File: src/rtl/gmii_tx_framer.sv
// gmii_tx_framer
//   Ethernet transmit framer in the tx_clk domain. Takes a byte stream with a
//   valid/ready/last handshake and drives a registered GMII transmit bus. Each
//   frame gets a preamble and SFD in front. Short payloads are zero-padded to
//   MIN_PAYLOAD. A CRC-32 FCS is appended, LSB byte first. An inter-frame gap of
//   IFG_BYTES idle cycles follows every frame or abort.
//
// Ports
//   tx_clk      transmit byte clock
//   rst_n       asynchronous active-low reset
//   s_data      payload byte
//   s_valid     s_data valid
//   s_last      s_data is the final payload byte of the frame
//   s_err       send this byte with tx_er=1
//   s_ready     byte accepted this cycle when s_valid & s_ready
//   tx_data     GMII TXD (registered)
//   tx_en       GMII TX_EN (registered)
//   tx_er       GMII TX_ER (registered)
//   busy        framer is not idle
//   frame_done  pulse alongside the last FCS byte
//   underrun    pulse alongside the abort byte when the source stalls mid-payload
module gmii_tx_framer #(
    parameter int PREAMBLE_LEN = 7,
    parameter int MIN_PAYLOAD  = 60,
    parameter int IFG_BYTES    = 12
) (
    input  logic       tx_clk,
    input  logic       rst_n,
    input  logic [7:0] s_data,
    input  logic       s_valid,
    input  logic       s_last,
    input  logic       s_err,
    output logic       s_ready,
    output logic [7:0] tx_data,
    output logic       tx_en,
    output logic       tx_er,
    output logic       busy,
    output logic       frame_done,
    output logic       underrun
);

    typedef enum logic [3:0] {
        S_IDLE,
        S_PRE,
        S_SFD,
        S_PAYLOAD,
        S_PAD,
        S_FCS,
        S_ABORT,
        S_DRAIN,
        S_IFG
    } state_t;

    // The state names the byte that is currently on tx_data. The transition
    // logic therefore computes the next bus byte together with the next state.
    state_t      state_q, state_d;
    logic [15:0] step_q, step_d;     // preamble, FCS and IFG position
    logic [15:0] count_q, count_d;   // payload+pad bytes sent, saturating
    logic [31:0] crc_q, crc_d;
    logic        last_q, last_d;     // byte on the bus was the frame's s_last byte
    logic [7:0]  data_d;
    logic        en_d, er_d, done_d, und_d;
    logic [31:0] fcs;
    logic [15:0] count_inc;

    // Reflected CRC-32 (poly 0xEDB88320), one byte per call, LSB first.
    function automatic logic [31:0] crc_byte(input logic [31:0] crc, input logic [7:0] data);
        logic [31:0] c;
        c = crc ^ {24'd0, data};
        for (int i = 0; i < 8; i++) begin
            c = c[0] ? ((c >> 1) ^ 32'hEDB8_8320) : (c >> 1);
        end
        return c;
    endfunction

    assign fcs       = ~crc_q;
    assign count_inc = (count_q == 16'hFFFF) ? count_q : count_q + 16'd1;
    assign busy      = (state_q != S_IDLE);

    // NOTE: every signal driven here gets a default first, so no path through
    // the case statement can leave one unassigned and infer a latch.
    always_comb begin
        state_d = state_q;
        step_d  = step_q;
        count_d = count_q;
        crc_d   = crc_q;
        last_d  = last_q;
        data_d  = 8'h00;
        en_d    = 1'b0;
        er_d    = 1'b0;
        done_d  = 1'b0;
        und_d   = 1'b0;
        s_ready = 1'b0;

        case (state_q)
            S_IDLE: begin
                // The pending byte is only observed here. It is consumed later,
                // while the SFD is on the bus.
                if (s_valid) begin
                    state_d = S_PRE;
                    step_d  = '0;
                    count_d = '0;
                    crc_d   = 32'hFFFF_FFFF;
                    last_d  = 1'b0;
                    data_d  = 8'h55;
                    en_d    = 1'b1;
                end
            end

            S_PRE: begin
                en_d = 1'b1;
                if (step_q == 16'(PREAMBLE_LEN - 1)) begin
                    state_d = S_SFD;
                    data_d  = 8'hD5;
                end else begin
                    step_d = step_q + 16'd1;
                    data_d = 8'h55;
                end
            end

            // SFD shares the payload logic. last_q is always clear in SFD, so the
            // first payload byte is taken in the SFD cycle and the payload
            // follows the SFD without a gap.
            S_SFD, S_PAYLOAD, S_PAD: begin
                en_d = 1'b1;
                if (state_q != S_PAD && !last_q) begin
                    s_ready = 1'b1;
                    if (s_valid) begin
                        state_d = S_PAYLOAD;
                        data_d  = s_data;
                        er_d    = s_err;
                        crc_d   = crc_byte(crc_q, s_data);
                        count_d = count_inc;
                        last_d  = s_last;
                    end else begin
                        // The source stalled before s_last, so the frame is
                        // poisoned and dropped.
                        state_d = S_ABORT;
                        er_d    = 1'b1;
                        und_d   = 1'b1;
                    end
                end else if (count_q < 16'(MIN_PAYLOAD)) begin
                    state_d = S_PAD;
                    crc_d   = crc_byte(crc_q, 8'h00);
                    count_d = count_inc;
                end else begin
                    state_d = S_FCS;
                    step_d  = '0;
                    data_d  = fcs[7:0];
                end
            end

            S_FCS: begin
                en_d = 1'b1;
                // crc_q is frozen here, so fcs holds all four FCS bytes.
                case (step_q[1:0])
                    2'd0:    data_d = fcs[15:8];
                    2'd1:    data_d = fcs[23:16];
                    2'd2: begin
                        data_d = fcs[31:24];
                        done_d = 1'b1;
                    end
                    default: begin
                        en_d    = 1'b0;
                        state_d = S_IFG;
                    end
                endcase
                step_d = (step_q[1:0] == 2'd3) ? 16'd0 : step_q + 16'd1;
            end

            S_ABORT: state_d = S_DRAIN;

            S_DRAIN: begin
                s_ready = 1'b1;
                if (s_valid && s_last) begin
                    state_d = S_IFG;
                    step_d  = '0;
                end
            end

            S_IFG: begin
                if (step_q == 16'(IFG_BYTES - 1)) begin
                    state_d = S_IDLE;
                end else begin
                    step_d = step_q + 16'd1;
                end
            end

            default: state_d = S_IDLE;
        endcase
    end

    // NOTE: sequential state uses non-blocking assignments. All registers then
    // update together at the edge, whatever order the statements are in.
    always_ff @(posedge tx_clk or negedge rst_n) begin
        if (!rst_n) begin
            state_q    <= S_IDLE;
            step_q     <= '0;
            count_q    <= '0;
            crc_q      <= 32'hFFFF_FFFF;
            last_q     <= 1'b0;
            tx_data    <= 8'h00;
            tx_en      <= 1'b0;
            tx_er      <= 1'b0;
            frame_done <= 1'b0;
            underrun   <= 1'b0;
        end else begin
            state_q    <= state_d;
            step_q     <= step_d;
            count_q    <= count_d;
            crc_q      <= crc_d;
            last_q     <= last_d;
            tx_data    <= data_d;
            tx_en      <= en_d;
            tx_er      <= er_d;
            frame_done <= done_d;
            underrun   <= und_d;
        end
    end

endmodule
File: config.mk
export PLATFORM = sky130hd
export DESIGN_NAME = gmii_tx_framer
export DESIGN_NICKNAME = d
export VERILOG_FILES = /design/src/rtl/gmii_tx_framer.sv
export SDC_FILE = /design/constraint.sdc
export NUM_CORES = 1
export LEC_CHECK = 0
export ABC_AREA = 1
export ABC_CLOCK_PERIOD_IN_PS = 3500
export CAP_MARGIN = 20
export CORE_ASPECT_RATIO = 1.2
export CORE_UTILIZATION = 50
export CTS_CLUSTER_SIZE = 28
export DETAILED_ROUTE_END_ITERATION = 8
export PLACE_DENSITY = 0.69
export REMOVE_ABC_BUFFERS = 1
export SYNTH_ARGS = -nofsm -noshare
export SYNTH_HDL_FRONTEND = slang
export SYNTH_SLANG_ARGS = --single-unit
File: constraint.sdc
create_clock -name tx_clk -period 3.5 [get_ports tx_clk]
set_clock_uncertainty 0.05 [all_clocks]
set_input_delay 1.05 -clock tx_clk [delete_from_list [all_inputs] [get_ports tx_clk]]
set_output_delay 1.05 -clock tx_clk [all_outputs]
set_load 0.005 [all_outputs]
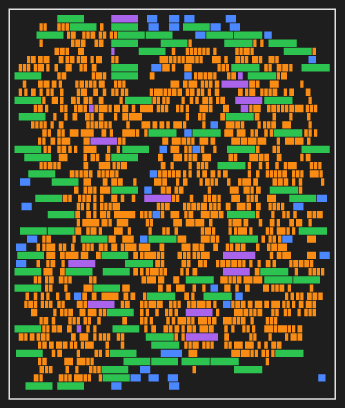
Fig. 1. Cells coloured by class.
Drawn at 3 px/um.
- other buffers and delay cells: blue (cells 42)
- flops: green (cells 81)
- clock drivers and dummy loads: purple (cells 16)
- all other logic: orange (cells 937)
Core Area: 13200 sq um
summed area of non-filler cells in the final layout: 7490 sq um
Final Core Density: 0.568

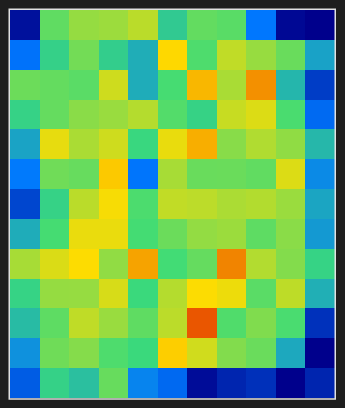
Fig. 2. Cell area per tile.
Drawn at 3 px/um. The die is cut into 11 by 13 equal tiles; dark blue is low, red is high, 0 to 100% covered.
- nearly empty tiles: 2.8%
- tiles over 75% full: 6.3%
- fullest tile: 90%
- mean over tiles: 52%
- emptiest ninth of the die: lower right
core utilization before placement: 0.513

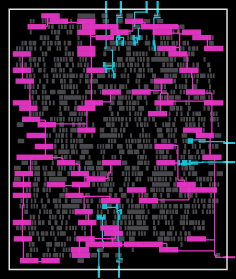
Fig. 3. Port wiring.
Drawn at 2 px/um.
- `s_data`: cyan (direction input; end cells 25; wire 249 um)
- `rst_n`: magenta (direction input; end cells 81; wire 752 um)
buffers added on ports: 26
number of top-level pins: 27

==> summary.txt <==
This note records the results obtained with Yosys and OpenROAD.

Synth
The number of cells in Yosys stat is about 1.1k. Per the synth stats, the flop cell with the highest instance count is sky130_fd_sc_hd__dfrtp_1. The count of synthesis-stage warnings from yosys is 0.

Yosys reports that the most numerous cell types are sky130_fd_sc_hd__nand2_1, sky130_fd_sc_hd__nor2_1, sky130_fd_sc_hd__inv_1. For reference, the post-synthesis area per instance comes to 6.44 sq um. The cell area after synthesis is 6760 sq um.

Synthesis produced a netlist whose cell count is 1051.

Routing
The via count is 6869. After detailed routing, the wire length on met1 is 8380 um. The initial DRC count is roughly 470. The final layout contains routed wiring with a total length of 20500 um. The first-pass iteration count of the detailed router is 5. The number of remaining DRC errors is 0.

Global routing
The total congestion overflow after global routing is 0. The number of antenna violations at the first check in global routing is 0.

Timing
The final number of max-transition violations is 0. The worst slew margin relative to its limit is 0.504. In the final report, the number of hold violations comes to 0.

Layout
0 antenna diodes ended up in the layout. The area taken by multi-input combinational cells is reported as 4120 sq um. From synthesis to final layout, the design area changed by 10.7%.

Registers take 2070 sq um.

Setup path
The cell count of the worst reg-to-reg path is 11. STA classifies the critical path endpoint as an output pin. The minimum setup slack among reg-to-reg paths is a little under 1 ns. At the worst endpoint, the arrival time is about 2.0 ns.

Power
The switching component of the power was reported as 3.37 mW. The standby leakage power is around 3.7 nW. The share of total power dissipated in sequential elements is 0.234. The power report attributes to the clock group a share of 0.159.

CTS
The clock edge transition at the registers on the reported setup and hold paths is ~0.06 ns. The H-tree depth is 3. Clock latency on the worst-skew pair, taken at its later pin, is ~0.35 ns.

Floorplan
The die is about 130 um tall.

Outcome
The run finished with clean final reports.
==> cells in the final DEF, fill, tap and decap left out, drive strengths merged <==
master         netlist  layout
a21oi               55      55
o22ai               12      12
clkbuf               9      10
nand4               19      19
o21bai               2       2
clkinv               1       4
inv                102     102
clkinvlp             0       1
clkdlybuf4s50        0      25
nand3b               3       3
nor3                17      17
o21ai               43      43
ha                   6       6
o221ai               6       6
dfrtp               49      49
xor2                42      42
nand2              357     357
buf                 24      17
a22oi                2       2
xnor2               34      34
a31oi                8       8
o21a                 3       3
nor2               129     129
nand3               85      85
bufinv               0       2
o211ai               3       3
or2                  8       8
dfstp               32      32
==> worst max-delay path: cells and delay by family (launching register included) <==
family,cells,cell delay (ns)
flip-flops,1,0.38
buffers and inverters,3,0.79
AND-OR/OR-AND,1,0.20
AND/OR/NAND/NOR,2,0.27
==> through the flow <==
| stage | setup slack, ns | cell area (sq um) | hold slack [ns] | instances |
|---|---|---|---|---|
| floorplan | 1.07 | 6570 | 0.414 | 1018 |
| detailed placement | 0.310 | 7170 | 0.445 | 1228 |
| CTS | 0.385 | 7490 | 0.458 | 1244 |
| finish | 0.420 | 7490 | 0.457 | 1244 |
| global placement | 0.301 | 7170 | 0.435 | 1228 |
| global route | 0.257 | 7490 | 0.487 | 1244 |
==> cells by family after synthesis <==
family                     synth area share
AOI/OAI and AO/OA                     0.112
xor gates and xnor gates             0.0984
adders and majority gates            0.0111
buffers and inverters                0.0858
DFF                                   0.306
and+or+nand+nor                       0.388
==> final cells by class <==
type | count | share of cell area
clock inverter | 6 | 0.0110
sequential | 81 | 0.276
multi-input combinational | 834 | 0.550
clock buffer | 10 | 0.0306
tap | 168 | 0.0281
timing repair buffer | 42 | 0.0521
inverter | 103 | 0.0516
==> power groups by stage <==
stage | registers, mW | logic, mW | clock network (mW)
after detailed placement | 1.54 | 3.90 | 0
after floorplan | 1.47 | 2.72 | 0
after global routing | 1.56 | 4.36 | 1.08
after CTS | 1.52 | 3.92 | 1.05
after global placement | 1.54 | 3.87 | 0
final | 1.53 | 3.96 | 1.04
==> path summary, 6_finish.rpt <==
check / from / to
worst max-delay path: state_q[3] / s_ready
worst max register to register: state_q[1] / crc_q[20]
worst min register to register: step_q[15] / step_q[15]
worst min-delay path: step_q[15] / step_q[15]
min in group asynchronous: rst_n / tx_data[3]
max in group asynchronous: rst_n / crc_q[9]
==> flip-flops by register name, summed over array words and instances (netlist names) <==
name	flops
step_q	16
state_q	4
crc_q	32
underrun	1
tx_er	1
tx_data	8
tx_en	1
count_q	16
frame_done	1
last_q	1
==> layer usage <==
layer,GRT usage,up-vias
met1,0.370,3147
li1,-,3409
met2,0.516,247
met5,0,-
met3,0.0513,66
met4,0.167,0
No activity file was given, so power comes from the tool's default toggle rates.
